### src/rtl/mips_multi_pkg.sv
// Shared types and constants for the multicycle MIPS main controller:
// FSM state encoding, opcode/funct values, ALU codes and ALU source-B selects.
package mips_multi_pkg;

  typedef enum logic [3:0] {
    S_INIT,
    S_FETCH,
    S_DECODE,
    S_MEMADR,
    S_MEMRD,
    S_MEMWB,
    S_MEMWR,
    S_EXEC_R,
    S_ALU_WB,
    S_BRANCH,
    S_ADDI_EX,
    S_ADDI_WB
  } state_t;

  localparam logic [5:0] OP_RTYPE = 6'b000000;
  localparam logic [5:0] OP_LW    = 6'b100011;
  localparam logic [5:0] OP_SW    = 6'b101011;
  localparam logic [5:0] OP_BEQ   = 6'b000100;
  localparam logic [5:0] OP_ADDI  = 6'b001000;

  localparam logic [5:0] FN_ADD = 6'b100000;
  localparam logic [5:0] FN_SUB = 6'b100010;
  localparam logic [5:0] FN_AND = 6'b100100;
  localparam logic [5:0] FN_OR  = 6'b100101;
  localparam logic [5:0] FN_NOR = 6'b100111;
  localparam logic [5:0] FN_SLT = 6'b101010;

  localparam logic [3:0] ALU_AND = 4'b0000;
  localparam logic [3:0] ALU_OR  = 4'b0001;
  localparam logic [3:0] ALU_ADD = 4'b0010;
  localparam logic [3:0] ALU_SUB = 4'b0110;
  localparam logic [3:0] ALU_SLT = 4'b0111;
  localparam logic [3:0] ALU_NOR = 4'b1100;

  localparam logic [1:0] SRCB_B      = 2'b00;
  localparam logic [1:0] SRCB_FOUR   = 2'b01;
  localparam logic [1:0] SRCB_IMM    = 2'b10;
  localparam logic [1:0] SRCB_IMM_SH = 2'b11;

endpackage

### src/rtl/mips_alu_decoder.sv
// R-type funct decoder: maps Funct to an ALU operation code and flags
// whether the funct is one the controller supports.
module mips_alu_decoder
  import mips_multi_pkg::*;
(
  input  logic [5:0] funct,
  output logic [3:0] alu_control,
  output logic       valid
);

  always_comb begin
    alu_control = ALU_ADD;
    valid       = 1'b1;
    case (funct)
      FN_ADD:  alu_control = ALU_ADD;
      FN_SUB:  alu_control = ALU_SUB;
      FN_AND:  alu_control = ALU_AND;
      FN_OR:   alu_control = ALU_OR;
      FN_NOR:  alu_control = ALU_NOR;
      FN_SLT:  alu_control = ALU_SLT;
      default: valid = 1'b0;
    endcase
  end

endmodule

### src/rtl/mips_multi_control.sv
// Moore main controller for the multicycle MIPS datapath, one state per clock.
// Define MIPS_MULTI_CTRL_PERF_EN to build the cycle/instruction counters.
module mips_multi_control
  import mips_multi_pkg::*;
#(
  parameter int CNT_W = 32
) (
  input  logic             clk,
  input  logic             reset,
  input  logic [5:0]       Op,
  input  logic [5:0]       Funct,
  input  logic             Zero,
  input  logic             stall,
  output logic             PC_write,
  output logic             Mem_write,
  output logic             IR_write,
  output logic             Reg_write,
  output logic             Branch,
  output logic             lorD_mux,
  output logic             Reg_Dst_mux,
  output logic             Mem_reg_mux,
  output logic             ALU_srcA_mux,
  output logic [1:0]       ALU_srcB_mux,
  output logic [3:0]       ALU_control,
  output logic             Pc_src_mux,
  output logic             illegal_op,
  output logic [CNT_W-1:0] instr_count,
  output logic [CNT_W-1:0] cycle_count
);

  state_t     state, state_next;
  logic [3:0] r_alu;
  logic       r_valid;
  logic       pc_w, mem_w, ir_w, reg_w, br, ill;

  // Branch gating lives in the datapath; the flag is accepted but not used here.
  logic unused_zero;
  assign unused_zero = Zero;

  mips_alu_decoder u_alu_dec (
    .funct       (Funct),
    .alu_control (r_alu),
    .valid       (r_valid)
  );

  always_ff @(posedge clk or negedge reset) begin
    if (!reset) state <= S_INIT;
    else        state <= state_next;
  end

  always_comb begin
    state_next   = state;
    pc_w         = 1'b0;
    mem_w        = 1'b0;
    ir_w         = 1'b0;
    reg_w        = 1'b0;
    br           = 1'b0;
    ill          = 1'b0;
    lorD_mux     = 1'b0;
    Reg_Dst_mux  = 1'b0;
    Mem_reg_mux  = 1'b0;
    ALU_srcA_mux = 1'b0;
    ALU_srcB_mux = SRCB_B;
    ALU_control  = ALU_AND;
    Pc_src_mux   = 1'b0;
    case (state)
      S_INIT: state_next = S_FETCH;
      S_FETCH: begin
        ir_w         = 1'b1;
        pc_w         = 1'b1;
        ALU_srcB_mux = SRCB_FOUR;
        ALU_control  = ALU_ADD;
        state_next   = S_DECODE;
      end
      S_DECODE: begin
        // Branch target is computed here speculatively and parked in ALUOut.
        ALU_srcB_mux = SRCB_IMM_SH;
        ALU_control  = ALU_ADD;
        case (Op)
          OP_RTYPE:     state_next = S_EXEC_R;
          OP_LW, OP_SW: state_next = S_MEMADR;
          OP_BEQ:       state_next = S_BRANCH;
          OP_ADDI:      state_next = S_ADDI_EX;
          default: begin
            ill        = 1'b1;
            state_next = S_FETCH;
          end
        endcase
      end
      S_MEMADR: begin
        ALU_srcA_mux = 1'b1;
        ALU_srcB_mux = SRCB_IMM;
        ALU_control  = ALU_ADD;
        state_next   = (Op == OP_LW) ? S_MEMRD : S_MEMWR;
      end
      S_MEMRD: begin
        lorD_mux   = 1'b1;
        state_next = S_MEMWB;
      end
      S_MEMWB: begin
        reg_w       = 1'b1;
        Mem_reg_mux = 1'b1;
        state_next  = S_FETCH;
      end
      S_MEMWR: begin
        lorD_mux   = 1'b1;
        mem_w      = 1'b1;
        state_next = S_FETCH;
      end
      S_EXEC_R: begin
        ALU_srcA_mux = 1'b1;
        ALU_srcB_mux = SRCB_B;
        if (r_valid) begin
          ALU_control = r_alu;
          state_next  = S_ALU_WB;
        end else begin
          ALU_control = ALU_ADD;
          ill         = 1'b1;
          state_next  = S_FETCH;
        end
      end
      S_ALU_WB: begin
        reg_w       = 1'b1;
        Reg_Dst_mux = 1'b1;
        state_next  = S_FETCH;
      end
      S_BRANCH: begin
        ALU_srcA_mux = 1'b1;
        ALU_srcB_mux = SRCB_B;
        ALU_control  = ALU_SUB;
        Pc_src_mux   = 1'b1;
        br           = 1'b1;
        state_next   = S_FETCH;
      end
      S_ADDI_EX: begin
        ALU_srcA_mux = 1'b1;
        ALU_srcB_mux = SRCB_IMM;
        ALU_control  = ALU_ADD;
        state_next   = S_ADDI_WB;
      end
      S_ADDI_WB: begin
        reg_w      = 1'b1;
        state_next = S_FETCH;
      end
      default: state_next = S_INIT;
    endcase
    if (stall) state_next = state;
  end

  // Stall masks every side-effecting strobe; mux selects keep the held state's values.
  assign PC_write   = pc_w  & ~stall;
  assign Mem_write  = mem_w & ~stall;
  assign IR_write   = ir_w  & ~stall;
  assign Reg_write  = reg_w & ~stall;
  assign Branch     = br    & ~stall;
  assign illegal_op = ill   & ~stall;

`ifdef MIPS_MULTI_CTRL_PERF_EN
  logic [CNT_W-1:0] cycle_q, instr_q;

  always_ff @(posedge clk or negedge reset) begin
    if (!reset) begin
      cycle_q <= '0;
      instr_q <= '0;
    end else begin
      cycle_q <= cycle_q + CNT_W'(1);
      if (state == S_FETCH && !stall) instr_q <= instr_q + CNT_W'(1);
    end
  end

  assign cycle_count = cycle_q;
  assign instr_count = instr_q;
`else
  assign cycle_count = '0;
  assign instr_count = '0;
`endif

endmodule

### config.mk
export PLATFORM = sky130hd
export DESIGN_NAME = mips_multi_control
export DESIGN_NICKNAME = d
export VERILOG_FILES = /design/src/rtl/mips_multi_pkg.sv /design/src/rtl/mips_alu_decoder.sv /design/src/rtl/mips_multi_control.sv
export SDC_FILE = /design/constraint.sdc
export NUM_CORES = 1
export LEC_CHECK = 0
export ABC_AREA = 1
export CORE_MARGIN = 2
export CORE_UTILIZATION = 36
export CTS_BUF_LIST = sky130_fd_sc_hd__clkbuf_8
export DETAILED_ROUTE_END_ITERATION = 12
export PLACE_DENSITY = 0.88
export REMOVE_ABC_BUFFERS = 1
export SLEW_MARGIN = 15
export SYNTH_ARGS = -nofsm -noshare
export SYNTH_HDL_FRONTEND = slang
export SYNTH_HIERARCHICAL = 1
export SYNTH_SLANG_ARGS = --single-unit
### constraint.sdc
create_clock -name clk -period 2.3 [get_ports clk]
set_clock_uncertainty 0.1 [all_clocks]
set_input_delay 0.23 -clock clk [delete_from_list [all_inputs] [get_ports clk]]
set_output_delay 0.23 -clock clk [all_outputs]
set_load 0.05 [all_outputs]
==> results.sh, run 1 <==
# flow metrics
export IMPL_status="completed"
export IMPL_ctsLongestPathBuffers=2
export IMPL_cp_slowest_cell="clkdlybuf4s50_1"
export IMPL_antenna_left=0
export IMPL_drv_slew=0
export IMPL_ys_cells=196
export IMPL_place_area_um2=1320
export IMPL_syn_area_um2=1180
export IMPL_layout_non_clock_inverters=27
export IMPL_postCtsSetupBuffers=0
export IMPL_top_register="state"
export IMPL_power_largest_group="combinational logic"
export IMPL_rows=20
export IMPL_ir_worst_vdd_mv=0.367
export IMPL_synth_edff_count=0
export IMPL_synthToLayoutAreaGrowth_pct=15.7
export IMPL_p_int_w=0.000418
export IMPL_cts_sinks=4
export IMPL_synthArstFlopShare_pct=100
export IMPL_rsz0062_at_grt="false"
export IMPL_p_total_w=0.00118
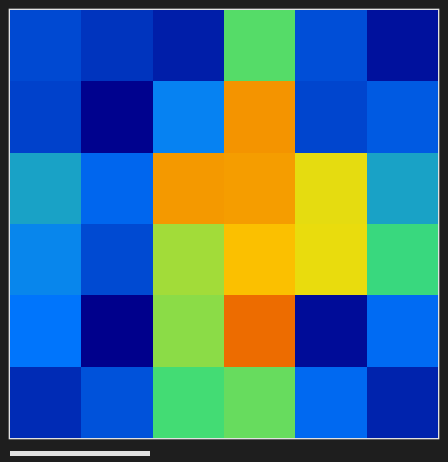
run_1/util_map.png
Bar = 20 um. 6 x 6 tiles, from dark blue (low) to red (high), 0 to 100% covered.
5.6% of the tiles are nearly empty. The fullest tile reaches 88%. The mean over all tiles is 35%. The densest ninth of the die: centre. 14% of the tiles are over 75% full.
core area: 3080 um2
Initial Utilization: 38.4%
Final Util: 44.4%

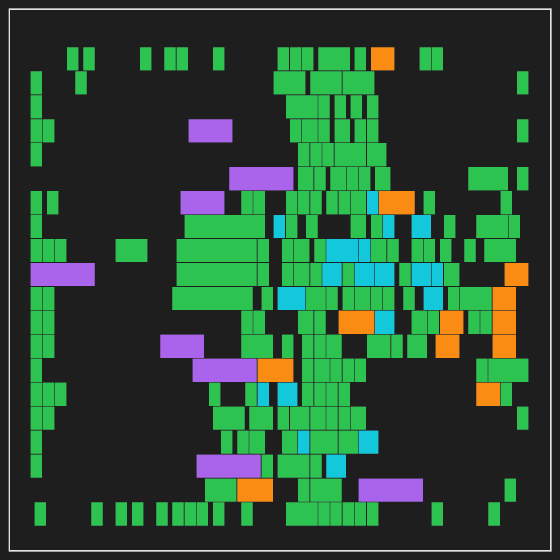
run_1/sizing.png
x3 and x4: drawn in orange, cells 12, share 5.3%. x6 and larger: drawn in purple, cells 8, share 3.5%. x2: drawn in cyan, cells 19, share 8.4%. x1 and smaller: drawn in green, cells 188, share 83%.

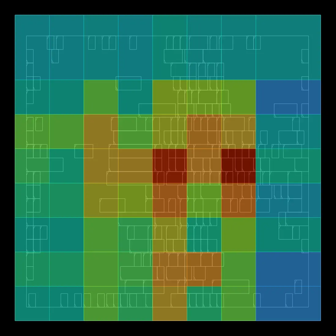
run_1/congestion_map.png
met1 usage: 14.4%
global routing usage on met2: 18.2%
Total GRT Usage: 11.1%
met3 usage: 2.31%

==> inputs of run 2 (changes only) <==
- CORE_ASPECT_RATIO: default -> 1.25
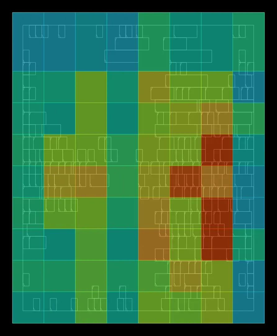
run_2/congestion_map.png
met3 usage: 1.89%
Final Util: 42.8%
met1 usage: 10.3%
busiest layer in global routing: met2

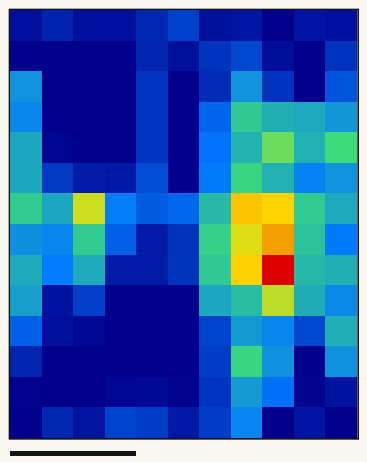
run_2/route_heat.png
Bar = 20 um. 11 x 14 tiles, from dark blue (low) to red (high), scaled to the fullest tile. Values are wire area over tile area, all layers added.
The emptiest ninth of the die: lower left. The fullest tile reaches 0.51. 5.8% of the tiles are over half the peak. The mean over all tiles is 0.098. 28% of the tiles are nearly empty. The densest ninth of the die: middle right.
Total GRT Usage: 10.7%
WL/cell: 8.07 um
final WL: 2130 um
DR vias: 1071

==> results.sh, run 2 <==
# flow metrics
export IMPL_nClkBuffers=3
export IMPL_rsz0062_at_grt="false"
export IMPL_io_pin_count=97
export IMPL_ys_cells=196
export IMPL_critPathBufInv=3
export IMPL_antenna_left=0
export IMPL_synthArstFlopShare_pct=100
export IMPL_postCtsSetupBuffers=0
export IMPL_rows=23
export IMPL_power_share_clock_pct=12.0
export IMPL_signal_buffers=31
export IMPL_yosys_warnings=6
export IMPL_ctsLongestPathBuffers=2
export IMPL_synthToLayoutAreaGrowth_pct=14.7
export IMPL_p_total_w=0.00118
export IMPL_status="completed"
export IMPL_pwr_share_comb_pct=76.1
export IMPL_dr_first_iter_drc_count=24
export IMPL_cp_slowest_cell="clkdlybuf4s50_1"
export IMPL_cts_resized=0
export IMPL_syn_area_um2=1180
export IMPL_p_int_w=0.000418
export IMPL_drv_slew=0
export IMPL_top_register="state"
export IMPL_cts_sinks=4
export IMPL_ir_worst_vdd_mv=0.541
export IMPL_p_per_area_nw_per_um2=872
export IMPL_synth_edff_count=0
export IMPL_postLayoutCellArea_um2=1360
export IMPL_taps=37
export IMPL_grtUsageMet2_pct=23.7
export IMPL_initCoreUtil_pct=37.4
export IMPL_startpoint_type="flip-flop"
export IMPL_power_largest_group="combinational logic"
export IMPL_die_width_um=55.3
export IMPL_core_area_um2=3170
==> inputs of run 3 (changes only) <==
- ABC_CLOCK_PERIOD_IN_PS: default -> 2300
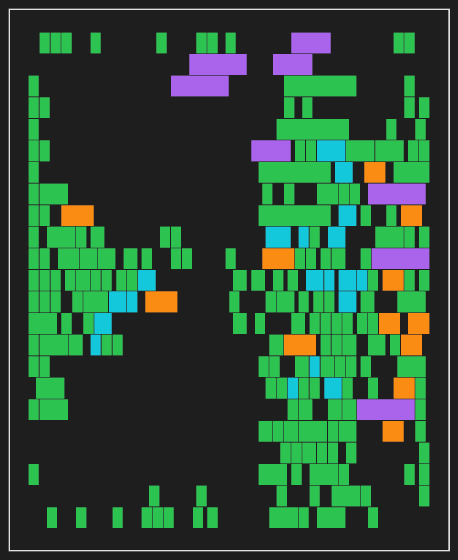
run_3/sizing.png
area grow syn2layout: 14.7%
Buffers, non-clock: 31

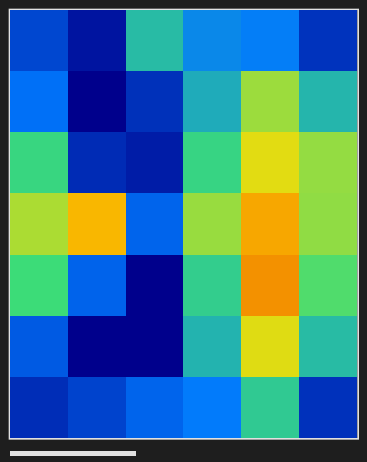
run_3/util_map.png
Bar = 20 um. 6 x 7 tiles, from dark blue (low) to red (high), 0 to 100% covered.
The mean over all tiles is 35%. 9.5% of the tiles are nearly empty. 7.1% of the tiles are over 75% full. The densest ninth of the die: middle right.
core area: 3170 um2
Initial Utilization: 37.4%

==> results.sh, run 3 <==
# flow metrics
export IMPL_status="completed"
export IMPL_place_area_um2=1310
export IMPL_p_int_w=0.000418
export IMPL_use_met3_pct=1.89
export IMPL_p_total_w=0.00118
export IMPL_postLayoutCellArea_um2=1360
export IMPL_power_largest_group="combinational logic"
export IMPL_die_width_um=55.3
export IMPL_cts_resized=0
export IMPL_p_per_area_nw_per_um2=872
export IMPL_ys_cells=196
export IMPL_synth_edff_count=0
export IMPL_routed_wl_um=2130
export IMPL_drv_slew=0
export IMPL_rsz0062_at_grt="false"
export IMPL_busiest_layer="met2"
export IMPL_utilization_pct=42.8
export IMPL_postCtsSetupBuffers=0
export IMPL_power_share_clock_pct=12.0
export IMPL_yosys_warnings=6
export IMPL_num_vias=1071
export IMPL_antenna_left=0
export IMPL_startpoint_type="flip-flop"
export IMPL_syn_area_um2=1180
export IMPL_cts_sinks=4
export IMPL_cp_slowest_cell="clkdlybuf4s50_1"
export IMPL_pwr_share_comb_pct=76.1
export IMPL_rows=23
export IMPL_drt_wirelength_per_cell_um=8.07
export IMPL_groute_layer_met1_usage_pct=10.3
export IMPL_taps=37
export IMPL_nClkBuffers=3
